Figure 1. The metal 3 layer (run 1).
Bar = 50 um.
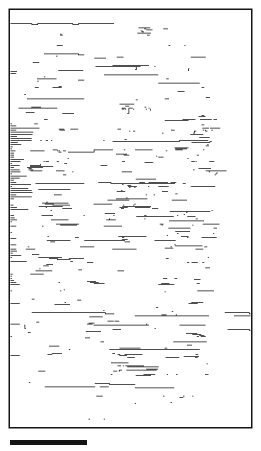
Figure 2. Routed clock nets over the placement (run 1).
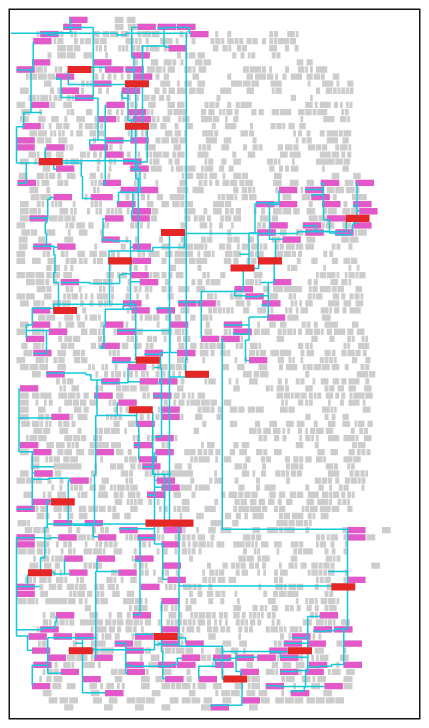
Figure 3. Met2 routing (run 1).
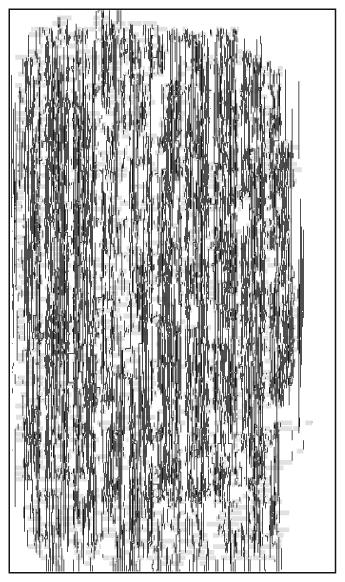
===== src/rtl/mul_div_unit.sv =====
// rtl/mul_div_unit.sv - 32x32 signed multiply (radix-2 Booth) / signed divide (restoring), fixed 34-edge latency.
module mul_div_unit (
    input  logic        Clock,
    input  logic        clear,
    input  logic        start,
    input  logic        op,
    input  logic [31:0] A,
    input  logic [31:0] B,
    output logic        busy,
    output logic        done,
    output logic        div_by_zero,
    output logic [31:0] Zhigh,
    output logic [31:0] Zlow
);

    typedef enum logic [1:0] {IDLE, CALC, FIXUP, DONE} state_t;

    state_t      state, state_next;
    logic [5:0]  count;
    logic        op_q;
    logic [31:0] a_q, b_q;
    logic [31:0] hi, lo;
    logic        q_m1;

    logic [31:0] b_mag;
    logic [32:0] booth_sum;
    logic        rem_ge;
    logic [31:0] rem_sub;
    logic [31:0] quo_fix, rem_fix;

    always_ff @(posedge Clock) begin
        if (clear) state <= IDLE;
        else       state <= state_next;
    end

    always_comb begin
        state_next = state;
        case (state)
            IDLE:    if (start) state_next = CALC;
            CALC:    if (count == 6'd31) state_next = FIXUP;
            FIXUP:   state_next = DONE;
            DONE:    state_next = IDLE;
            default: state_next = IDLE;
        endcase
    end

    always_comb begin
        busy = (state != IDLE);
        done = (state == DONE);
    end

    // Booth step on the 33-bit sign-extended high half; the shift happens in the register update.
    always_comb begin
        case ({lo[0], q_m1})
            2'b01:   booth_sum = {hi[31], hi} + {a_q[31], a_q};
            2'b10:   booth_sum = {hi[31], hi} - {a_q[31], a_q};
            default: booth_sum = {hi[31], hi};
        endcase
    end

    // Divide works on magnitudes: hi is the partial remainder, lo shifts dividend bits out and quotient bits in.
    // The remainder stays below the divisor magnitude (at most 2^31), so 32-bit subtraction suffices once rem_ge holds.
    always_comb begin
        b_mag   = b_q[31] ? -b_q : b_q;
        rem_ge  = ({hi, lo[31]} >= {1'b0, b_mag});
        rem_sub = {hi[30:0], lo[31]} - b_mag;
        quo_fix = (a_q[31] ^ b_q[31]) ? -lo : lo;
        rem_fix = a_q[31] ? -hi : hi;
    end

    always_ff @(posedge Clock) begin
        if (clear) begin
            count       <= 6'd0;
            op_q        <= 1'b0;
            a_q         <= 32'd0;
            b_q         <= 32'd0;
            hi          <= 32'd0;
            lo          <= 32'd0;
            q_m1        <= 1'b0;
            Zhigh       <= 32'd0;
            Zlow        <= 32'd0;
            div_by_zero <= 1'b0;
        end else begin
            case (state)
                IDLE: begin
                    if (start) begin
                        op_q  <= op;
                        a_q   <= A;
                        b_q   <= B;
                        count <= 6'd0;
                        hi    <= 32'd0;
                        q_m1  <= 1'b0;
                        lo    <= op ? (A[31] ? -A : A) : B;
                    end
                end
                CALC: begin
                    count <= count + 6'd1;
                    if (!op_q) begin
                        hi   <= booth_sum[32:1];
                        lo   <= {booth_sum[0], lo[31:1]};
                        q_m1 <= lo[0];
                    end else if (rem_ge) begin
                        hi <= rem_sub;
                        lo <= {lo[30:0], 1'b1};
                    end else begin
                        hi <= {hi[30:0], lo[31]};
                        lo <= {lo[30:0], 1'b0};
                    end
                end
                FIXUP: begin
                    if (!op_q) begin
                        Zhigh       <= hi;
                        Zlow        <= lo;
                        div_by_zero <= 1'b0;
                    end else if (b_q == 32'd0) begin
                        Zhigh       <= a_q;
                        Zlow        <= 32'hFFFF_FFFF;
                        div_by_zero <= 1'b1;
                    end else begin
                        Zhigh       <= rem_fix;
                        Zlow        <= quo_fix;
                        div_by_zero <= 1'b0;
                    end
                end
                default: ;
            endcase
        end
    end

endmodule


===== config.mk =====
export PLATFORM = sky130hd
export DESIGN_NAME = mul_div_unit
export DESIGN_NICKNAME = d
export VERILOG_FILES = /design/src/rtl/mul_div_unit.sv
export SDC_FILE = /design/constraint.sdc
export NUM_CORES = 1
export LEC_CHECK = 0
export ABC_CLOCK_PERIOD_IN_PS = 5400
export CORE_ASPECT_RATIO = 1.75
export CORE_MARGIN = 2
export CORE_UTILIZATION = 40
export CTS_CLUSTER_DIAMETER = 120
export DETAILED_ROUTE_END_ITERATION = 6
export SLEW_MARGIN = 0
export SYNTH_ARGS = -nofsm -noshare
export SYNTH_HDL_FRONTEND = slang
export SYNTH_SLANG_ARGS = --single-unit

===== constraint.sdc =====
create_clock -name Clock -period 5.4 [get_ports Clock]
set_input_delay 1.08 -clock Clock [delete_from_list [all_inputs] [get_ports Clock]]
set_output_delay 1.08 -clock Clock [all_outputs]
set_load 0.01 [all_outputs]

==> flow_summary_export.csv, run 1 <==
group,metric,value,unit
critical_path,cp-endpoint,"lo[0]",
logic_synthesis,largest_area_cell,"dfxtp_1",
final_layout,seq_cells,203,
logic_synthesis,ys_sh_aoi,0.279,
run,drv_cap,0,
global_route,grt_pass1_vias,16687,
timing,hold_viol,0,
routing,drtIter0Drc,1075,
floorplan,die-area,42700,um2
final_layout,nonClkBufAreaFrac,0.0868,
routing,top_layer_used,"met4",
worst_hold_path,hold_depth,2,
power_and_ir_drop,comb_power_share,0.655,
final_layout,buffers_excl_clock,173,
logic_synthesis,ys_cells,2236,
critical_path,crit_chain,"inv_1 -> ha_1 -> or3b_1 -> or2_2 -> or3_1 -> o41ai_1 -> xor2_1 -> ha_1 -> nand4_1 -> nor4_1 -> a31oi_1 -> nand2_1 -> a21oi_1 -> nor2_2 -> buf_4 -> nand2_1 -> a31o_2 -> a211oi_1",
critical_path,cp_num_cells,18,
final_layout,logic_area,11500,um2
floorplan,dieWidth,157,um
outcome,status,"completed",
critical_path,critPathArrivalTime,5.46,ns
timing,tns,0,ns
final_layout,lay_top_count,"nand2_1",
timing,finalWorstSetupSlack,0.386,ns
logic_synthesis,fp_nets,2383,
logic_synthesis,ys_seq_frac,0.248,
critical_path,critPathBufInv,2,
critical_path,critPathLaunchType,"flop",
timing,finClkSkew,0.0227,ns
placed_design,place_inst,2796,
floorplan,die_y,272,um
critical_path,critPathRequiredTime,5.84,ns
power_and_ir_drop,seq_cell_power,0.00251,W
timing,finalClockPeriodUsage,0.928,
global_route,antenna_found_initial,0,
power_and_ir_drop,seq_power_share,0.215,
floorplan,nWellTaps,550,
placed_design,placement.io_buffers,134,
critical_path,timing.rr.start,"b_q[1]",
final_layout,final_area,18800,um2
logic_synthesis,syn_inst,2236,
logic_synthesis,syn_avg_cell_area,7.33,um2
cts,cts_hold_buf,0,
global_route,grt_max_degree,81,
floorplan,fp_util,0.404,
power_and_ir_drop,power.internal,0.00561,W
power_and_ir_drop,vdd_drop_max,314,uV
-- Figure 1 (at the start) --
251 nets have wire on it. The layer holds 4.1% of the routed length. The longest straight run is 58.7 um.

-- Figure 2 (at the start) --
clock wires: drawn in cyan, length 3300 um. flip-flops: drawn in magenta, count 203. clock-net drivers: drawn in red, count 22.
Position of the flops: widely spread.

-- Figure 3 (at the start) --
The longest straight run is 92.3 um. 1991 nets have wire on it. The layer carries 33.3 mm of wire. The layer holds 51% of the routed length.

==> run 2, diff against run 1 <==
--- a/config.mk
+++ b/config.mk
@@ -9,7 +9,6 @@
 export CORE_ASPECT_RATIO = 1.75
 export CORE_MARGIN = 2
 export CORE_UTILIZATION = 40
-export CTS_CLUSTER_DIAMETER = 120
 export DETAILED_ROUTE_END_ITERATION = 6
 export SLEW_MARGIN = 0
 export SYNTH_ARGS = -nofsm -noshare
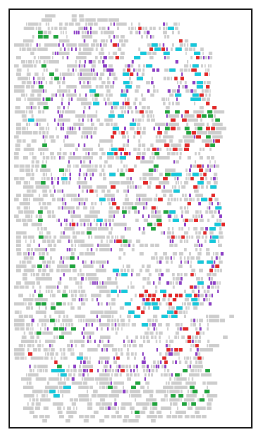
Figure 4: run 2, gate-type map.
nand cells: drawn in purple, cells 355. fa/ha/maj cells: drawn in cyan, cells 79. mux cells: drawn in green, cells 76, where widely spread. non-inverting ao/oa cells: drawn in red, cells 109.

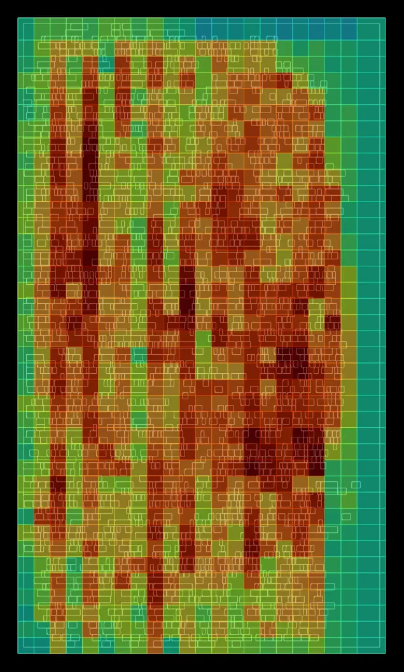
Figure 5: run 2, track usage over the die.
DR WL/cell: 23.0 um
GR Util met2: 0.547
Post-Route Utilization: 0.463
M1 GR Usage: 0.311

==> flow_summary_export.csv, run 2 <==
group,metric,value,unit
routing,top_layer_used,"met4",
final_layout,lay_top_count,"nand2_1",
critical_path,crit_chain,"inv_1 -> ha_1 -> or3b_1 -> or2_2 -> or3_1 -> o41ai_1 -> xor2_1 -> ha_1 -> nand4_1 -> nor4_1 -> a31oi_1 -> nand2_1 -> a21oi_1 -> nor2_2 -> buf_4 -> nand2_1 -> a31o_2 -> a211oi_1",
critical_path,critPathArrivalTime,5.46,ns
critical_path,critPathRequiredTime,5.84,ns
cts,cts_hold_buf,0,
power_and_ir_drop,power.internal,0.00561,W
logic_synthesis,ys_seq_frac,0.248,
run,drv_cap,0,
final_layout,final_area,18800,um2
worst_hold_path,hold_depth,2,
critical_path,cp_num_cells,18,
global_route,grt_max_degree,81,
logic_synthesis,fp_nets,2383,
final_layout,seq_cells,203,
critical_path,cp-endpoint,"lo[0]",
placed_design,place_inst,2796,
global_route,antenna_found_initial,0,
logic_synthesis,syn_inst,2236,
timing,finalWorstSetupSlack,0.386,ns
floorplan,fp_util,0.404,
placed_design,placement.io_buffers,134,
timing,finClkSkew,0.0227,ns
logic_synthesis,ys_cells,2236,
critical_path,cp-startpoint,"b_q[1]",
routing,drtIter0Drc,1075,
critical_path,critPathBufInv,2,
timing,finalClockPeriodUsage,0.928,
critical_path,critPathLaunchType,"flop",
final_layout,logic_area,11500,um2
outcome,status,"completed",
final_layout,buffers_excl_clock,173,
logic_synthesis,largest_area_cell,"dfxtp_1",
floorplan,nWellTaps,550,
cts,cts_tree,"built",
power_and_ir_drop,vdd_drop_max,314,uV
cts,numCtsBuffers,22,
power_and_ir_drop,comb_power_share,0.655,
power_and_ir_drop,seq_cell_power,0.00251,W
final_layout,nonClkBufAreaFrac,0.0868,
==> run 3, diff against run 2 <==
--- a/config.mk
+++ b/config.mk
@@ -10,6 +10,7 @@
 export CORE_MARGIN = 2
 export CORE_UTILIZATION = 40
 export DETAILED_ROUTE_END_ITERATION = 6
+export HOLD_SLACK_MARGIN = 0.03
 export SLEW_MARGIN = 0
 export SYNTH_ARGS = -nofsm -noshare
 export SYNTH_HDL_FRONTEND = slang
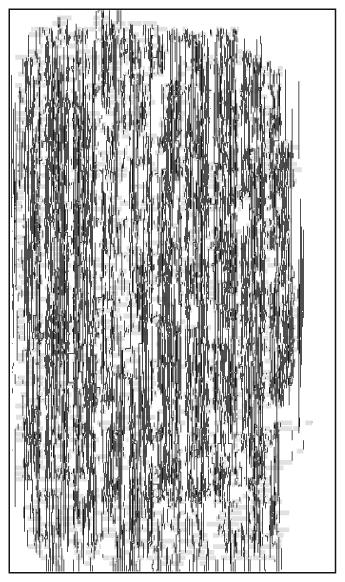
Figure 6: run 3, met2 routing.
The layer carries 33.3 mm of wire. 1991 nets have wire on it. The wires run mostly vertical. The layer holds 51% of the routed length.

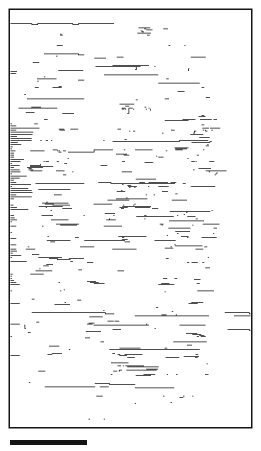
Figure 7: run 3, the metal 3 layer.
Bar = 50 um.
251 nets have wire on it. The layer carries 2650 um of wire. The wires run mostly horizontal. The longest straight run is 58.7 um.

==> flow_summary_export.csv, run 3 <==
group,metric,value,unit
final_layout,utilization,0.463,
cts,cts_tree,"built",
floorplan,dieWidth,157,um
worst_hold_path,hold_depth,2,
critical_path,critPathRequiredTime,5.84,ns
critical_path,cp-endpoint,"lo[0]",
routing,drtIter0Drc,1075,
global_route,grt_use_met2,0.547,
global_route,grt.met1_usage,0.311,
power_and_ir_drop,seq_power_share,0.215,
outcome,status,"completed",
final_layout,final_area,18800,um2
power_and_ir_drop,vdd_drop_max,314,uV
floorplan,nWellTaps,550,
final_layout,logic_area,11500,um2
final_layout,lay_top_count,"nand2_1",
logic_synthesis,fp_nets,2383,
floorplan,die_y,272,um
timing,tns,0,ns
placed_design,place_inst,2796,
critical_path,crit_chain,"inv_1 -> ha_1 -> or3b_1 -> or2_2 -> or3_1 -> o41ai_1 -> xor2_1 -> ha_1 -> nand4_1 -> nor4_1 -> a31oi_1 -> nand2_1 -> a21oi_1 -> nor2_2 -> buf_4 -> nand2_1 -> a31o_2 -> a211oi_1",
cts,numCtsBuffers,22,
final_layout,nonClkBufAreaFrac,0.0868,
